<file path="src/rtl/stick_frame_sched_if.sv">
// Capture-buffer and transmit-stream signals of the stick frame scheduler.
// The master side is the scheduler; the slave side is the buffer plus transmit sink.
interface stick_frame_sched_if;
    logic       acq_en;
    logic [7:0] acq_addr;
    logic [7:0] rd_addr;
    logic [7:0] rd_data;
    logic       tx_vld;
    logic       tx_rdy;
    logic [7:0] tx_data;

    modport master (
        output acq_en,
        output acq_addr,
        output rd_addr,
        output tx_vld,
        output tx_data,
        input  rd_data,
        input  tx_rdy
    );

    modport slave (
        input  acq_en,
        input  acq_addr,
        input  rd_addr,
        input  tx_vld,
        input  tx_data,
        output rd_data,
        output tx_rdy
    );
endinterface

</file>
<file path="src/rtl/stick_frame_sched.sv">
// Frame scheduler: on each external sync, pulse the probe, wait, capture a block of samples,
// then stream a frame-count header followed by the captured samples.
module stick_frame_sched #(
    parameter int unsigned PULSE_LEN = 16,
    parameter int unsigned DELAY_LEN = 64,
    parameter int unsigned ACQ_LEN   = 256
) (
    input  logic                   sys_clk,
    input  logic                   rst_n,
    input  logic                   i_sync,
    output logic                   o_pulse,
    output logic                   o_busy,
    output logic [7:0]             o_ovr_cnt,
    stick_frame_sched_if.master    bus_io
);

    localparam logic [15:0] PulseLast = 16'(PULSE_LEN - 1);
    localparam logic [15:0] DelayLast = 16'(DELAY_LEN - 1);
    localparam logic [7:0]  AcqLast   = 8'(ACQ_LEN - 1);

    typedef enum logic [2:0] {
        StIdle,
        StPulse,
        StDelay,
        StAcq,
        StSendHdr,
        StSendData
    } state_e;

    state_e      state_q;
    logic [15:0] cnt_q;
    logic [7:0]  idx_q;
    logic [7:0]  frame_cnt_q;
    logic [7:0]  ovr_cnt_q;
    logic        sync1_q, sync2_q, sync3_q;
    logic [1:0]  fill_q;
    logic        armed_q;
    logic        pulse_q, acq_en_q, tx_vld_q;
    logic        rise;

    // armed_q blocks a level already high at reset release from looking like a fresh edge
    assign rise = sync2_q & ~sync3_q & armed_q;

    always_ff @(posedge sys_clk or negedge rst_n) begin
        if (!rst_n) begin
            state_q     <= StIdle;
            cnt_q       <= '0;
            idx_q       <= '0;
            frame_cnt_q <= '0;
            ovr_cnt_q   <= '0;
            sync1_q     <= 1'b0;
            sync2_q     <= 1'b0;
            sync3_q     <= 1'b0;
            fill_q      <= '0;
            armed_q     <= 1'b0;
            pulse_q     <= 1'b0;
            acq_en_q    <= 1'b0;
            tx_vld_q    <= 1'b0;
        end else begin
            sync1_q <= i_sync;
            sync2_q <= sync1_q;
            sync3_q <= sync2_q;
            fill_q  <= {fill_q[0], 1'b1};
            if (fill_q[1] && !sync2_q) begin
                armed_q <= 1'b1;
            end
            if (rise && (state_q != StIdle) && (ovr_cnt_q != 8'hFF)) begin
                ovr_cnt_q <= ovr_cnt_q + 8'd1;
            end

            unique case (state_q)
                StIdle: begin
                    if (rise) begin
                        state_q <= StPulse;
                        pulse_q <= 1'b1;
                        cnt_q   <= PulseLast;
                    end
                end
                StPulse: begin
                    if (cnt_q == 16'd0) begin
                        pulse_q <= 1'b0;
                        if (DELAY_LEN == 0) begin
                            state_q  <= StAcq;
                            acq_en_q <= 1'b1;
                        end else begin
                            state_q <= StDelay;
                            cnt_q   <= DelayLast;
                        end
                    end else begin
                        cnt_q <= cnt_q - 16'd1;
                    end
                end
                StDelay: begin
                    if (cnt_q == 16'd0) begin
                        state_q  <= StAcq;
                        acq_en_q <= 1'b1;
                    end else begin
                        cnt_q <= cnt_q - 16'd1;
                    end
                end
                // cnt counts up from 0 here and doubles as the write address
                StAcq: begin
                    if (cnt_q == {8'd0, AcqLast}) begin
                        state_q  <= StSendHdr;
                        acq_en_q <= 1'b0;
                        tx_vld_q <= 1'b1;
                        cnt_q    <= '0;
                    end else begin
                        cnt_q <= cnt_q + 16'd1;
                    end
                end
                StSendHdr: begin
                    if (bus_io.tx_rdy) begin
                        state_q <= StSendData;
                    end
                end
                StSendData: begin
                    if (bus_io.tx_rdy) begin
                        if (idx_q == AcqLast) begin
                            state_q     <= StIdle;
                            tx_vld_q    <= 1'b0;
                            idx_q       <= '0;
                            frame_cnt_q <= frame_cnt_q + 8'd1;
                        end else begin
                            idx_q <= idx_q + 8'd1;
                        end
                    end
                end
                default: state_q <= StIdle;
            endcase
        end
    end

    assign o_pulse         = pulse_q;
    assign o_busy          = (state_q != StIdle);
    assign o_ovr_cnt       = ovr_cnt_q;
    assign bus_io.acq_en   = acq_en_q;
    assign bus_io.acq_addr = acq_en_q ? cnt_q[7:0] : 8'd0;
    assign bus_io.rd_addr  = idx_q;
    assign bus_io.tx_vld   = tx_vld_q;

    always_comb begin
        bus_io.tx_data = 8'd0;
        if (state_q == StSendHdr) begin
            bus_io.tx_data = frame_cnt_q;
        end else if (state_q == StSendData) begin
            bus_io.tx_data = bus_io.rd_data;
        end
    end

endmodule

</file>
<file path="src/flat_wrapper.sv">
// flat-port wrapper written by rule: the top's interface ports become plain ports
module stick_frame_sched_flat 
#(
    parameter int unsigned PULSE_LEN = 16,
    parameter int unsigned DELAY_LEN = 64,
    parameter int unsigned ACQ_LEN   = 256
)
  (sys_clk, rst_n, i_sync, o_pulse, o_busy, o_ovr_cnt, bus_io_acq_en, bus_io_acq_addr, bus_io_rd_addr, bus_io_tx_vld, bus_io_tx_data, bus_io_rd_data, bus_io_tx_rdy);
  stick_frame_sched_if bus_io_i ();
  input  logic sys_clk;
  input  logic rst_n;
  input  logic i_sync;
  output logic o_pulse;
  output logic o_busy;
  output logic [7:0] o_ovr_cnt;
  output wire logic [$bits(bus_io_i.acq_en)-1:0] bus_io_acq_en;
  output wire logic [$bits(bus_io_i.acq_addr)-1:0] bus_io_acq_addr;
  output wire logic [$bits(bus_io_i.rd_addr)-1:0] bus_io_rd_addr;
  output wire logic [$bits(bus_io_i.tx_vld)-1:0] bus_io_tx_vld;
  output wire logic [$bits(bus_io_i.tx_data)-1:0] bus_io_tx_data;
  input wire logic [$bits(bus_io_i.rd_data)-1:0] bus_io_rd_data;
  input wire logic [$bits(bus_io_i.tx_rdy)-1:0] bus_io_tx_rdy;
  assign bus_io_acq_en = bus_io_i.acq_en;
  assign bus_io_acq_addr = bus_io_i.acq_addr;
  assign bus_io_rd_addr = bus_io_i.rd_addr;
  assign bus_io_tx_vld = bus_io_i.tx_vld;
  assign bus_io_tx_data = bus_io_i.tx_data;
  assign bus_io_i.rd_data = bus_io_rd_data;
  assign bus_io_i.tx_rdy = bus_io_tx_rdy;
  stick_frame_sched #(.PULSE_LEN(PULSE_LEN), .DELAY_LEN(DELAY_LEN), .ACQ_LEN(ACQ_LEN)) u_core (.sys_clk(sys_clk), .rst_n(rst_n), .i_sync(i_sync), .o_pulse(o_pulse), .o_busy(o_busy), .o_ovr_cnt(o_ovr_cnt), .bus_io(bus_io_i));
endmodule
</file>
<file path="config.mk">
export PLATFORM = sky130hd
export DESIGN_NAME = stick_frame_sched_flat
export DESIGN_NICKNAME = d
export VERILOG_FILES = /design/src/rtl/stick_frame_sched_if.sv /design/src/rtl/stick_frame_sched.sv /design/src/flat_wrapper.sv
export SDC_FILE = /design/constraint.sdc
export NUM_CORES = 1
export LEC_CHECK = 0
export ABC_CLOCK_PERIOD_IN_PS = 2100
export CAP_MARGIN = 20
export CELL_PAD_IN_SITES_DETAIL_PLACEMENT = 0
export CELL_PAD_IN_SITES_GLOBAL_PLACEMENT = 2
export CORE_MARGIN = 2
export CORE_UTILIZATION = 30
export CTS_CLUSTER_SIZE = 8
export DETAILED_ROUTE_END_ITERATION = 6
export MAX_ROUTING_LAYER = met4
export PLACE_DENSITY = 0.85
export SYNTH_ARGS = -nofsm -noshare
export SYNTH_HDL_FRONTEND = slang
export SYNTH_SLANG_ARGS = --single-unit
</file>
<file path="constraint.sdc">
create_clock -name sys_clk -period 2.1 [get_ports sys_clk]
set_input_delay 0.42 -clock sys_clk [delete_from_list [all_inputs] [get_ports sys_clk]]
set_output_delay 0.42 -clock sys_clk [all_outputs]
set_load 0.005 [all_outputs]
</file>
==> qor.txt <==
run status -> finished with violations
Clock Tree Root -> clkbuf_8
Non-clock buffers -> 108
part of the power in registers -> 33.1%
CTS tree -> done
Slowest cell on crit path -> or4_4
Flops -> 52
design area -> 4460 um2
Clock Latency Late Sink -> 0.32 ns
clock slew at reported path FFs -> 0.11 ns
crit path from -> u_core.cnt_q[9]
number of nets at floorplan -> 378
failing checks -> setup timing
Max Fclk -> 0.461 GHz
Diodes inserted -> 0
R2R setup slack -> -0.07 ns
worst setup margin -> -0.0676 ns
OpenROAD warnings -> 31
GRT Total Usage -> 15.7%
# IOs -> 48
switching share of power -> 39.5%
worst r2r path cells -> 6
Placed Area -> 4130 um2
Worst VDD drop -> 0.471 mV
crit path to -> u_core.cnt_q[3]
Layout Nets -> 474
internal power -> 2.48 mW
Worst Path Buf+Inv -> 0
Init Core Util -> 31.1%
critical path arrival -> 2.37 ns
cells along the critical path -> or4_4 -> o41ai_4 -> o22ai_1 -> or3_1 -> o21ai_1 -> a31oi_1
Placer Congestion -> 0.877
final number of setup-violating endpoints -> 2
total die size -> 11600 um2
Non-clock buffer share -> 21.9%
Seq cells post-synth -> 52
number of enable flip-flop cells -> 0
# Taps -> 136
Synth Instances -> 360
Most common reg cell -> dfrtp_1
H-Tree Depth -> 2
-- what timing repair did --
item | in CTS | in global routing
buffers inserted | 4 | 3
pin swaps | 1 | 7
setup endpoints to repair | 23 | 26
gates resized | 9 | 44
-- sequential cells by signal, summed over array words and instances, names as in the netlist, 2 cells and up --
signal                 cells
u_core.bus_io.rd_addr      8
u_core.cnt_q              16
u_core.fill_q              2
u_core.frame_cnt_q         8
u_core.o_ovr_cnt           8
u_core.state_q             3
-- layer usage --
layer | vias to the layer above | track usage [%] | part of all wire (%) | wire length (um)
met4 | 0 | 3.85 | 0.99 | 89
met3 | 11 | 2.18 | 3.3 | 294
met5 | - | - | 0 | 0
met1 | 1465 | 22.6 | 48 | 4340
met2 | 72 | 23.3 | 47 | 4270
li1 | 1477 | - | - | -
-- power by group through the flow --
stage	Combinational (mW)	Sequential, mW	Clock (mW)
5_1_grt	2.34	1.39	0.667
3_5_place_dp	1.92	1.37	0
6_report	2.13	1.35	0.609
3_3_place_gp	1.90	1.36	0
4_1_cts	2.00	1.34	0.625
2_1_floorplan	1.04	1.33	0
-- through the flow --
stage / util (%) / TNS [ns]
finish: 42.8 / -0.0872
global route: 42.8 / -0.305
CTS: 41.0 / -0.00392
detailed placement: 39.6 / -0.576
global placement: 39.6 / -0.00550
floorplan: - / -0.0453
-- cell usage after synthesis (9+ instances only) --
| library cell | n |
|---|---|
| a21oi_1 | 19 |
| nor3_1 | 13 |
| o21ai_0 | 26 |
| nand2_1 | 31 |
| nor2_1 | 41 |
| xnor2_1 | 18 |
| xor2_1 | 9 |
| nand3_1 | 13 |
| dfrtp_1 | 52 |
| nand4_1 | 12 |
| inv_1 | 9 |
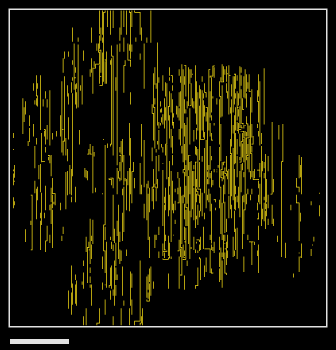
Figure 1: the metal 2 layer.
The bar under the picture is 20 um long.
The layer carries 4270 um of wire. The wires run mostly vertical. The layer holds 47% of the routed length. The longest straight run is 41.1 um. 404 nets have wire on it.
routing usage on met2: 23.3%
via count: 3025
WL final: 9000 um

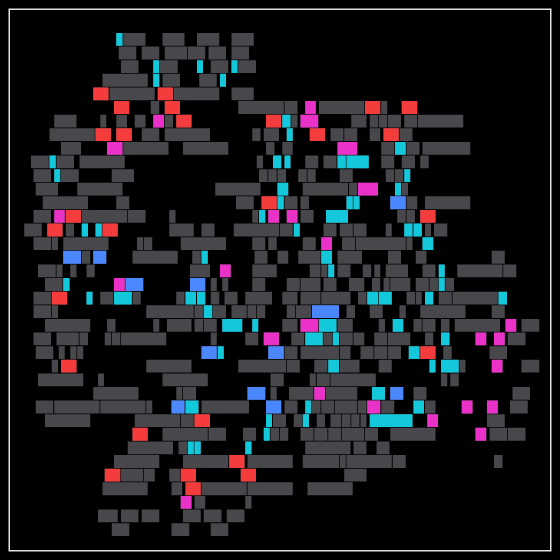
Figure 2: selected gate families.
Cyan shows nor cells, cells 67. Red shows xor and xnor cells, cells 27, where widely spread. Blue shows non-inverting ao/oa cells, cells 12. Magenta shows and/or cells, cells 25.
Top cell excl fill/tap: buf_4
logic share of the area: 42.3%
fin cells: 593

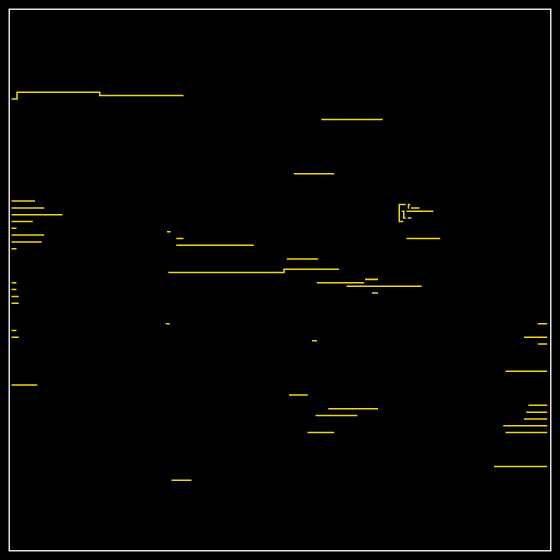
Figure 3: M3 wires.
43 nets have wire on it. The wires run mostly horizontal. The layer holds 3.3% of the routed length. The layer carries 294 um of wire. The longest straight run is 23.0 um.
met3 GRT Util: 2.18%

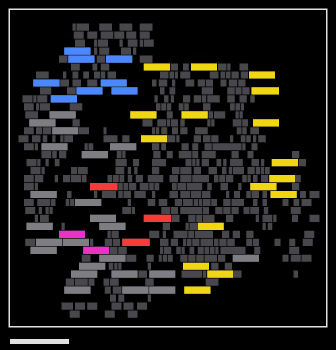
Figure 4: sequential cells colored by netlist name.
The bar under the picture is 20 um long. Other sequential cells in the stronger gray, the rest of the logic in the fainter gray.
Red shows `u_core.state_q`, placed flops 3. Magenta shows `u_core.fill_q`, placed flops 2. Blue shows `u_core.frame_cnt_q`, placed flops 8, where north-west. Yellow shows `u_core.cnt_q`, placed flops 16.
Another 23 sequential cells are not colored.
flop share of the area: 29.3%
Final Core Density: 42.8%
sequential cell area: 1310 um2
sequential power: 1.35 mW

Power and IR drop assume default switching activity.
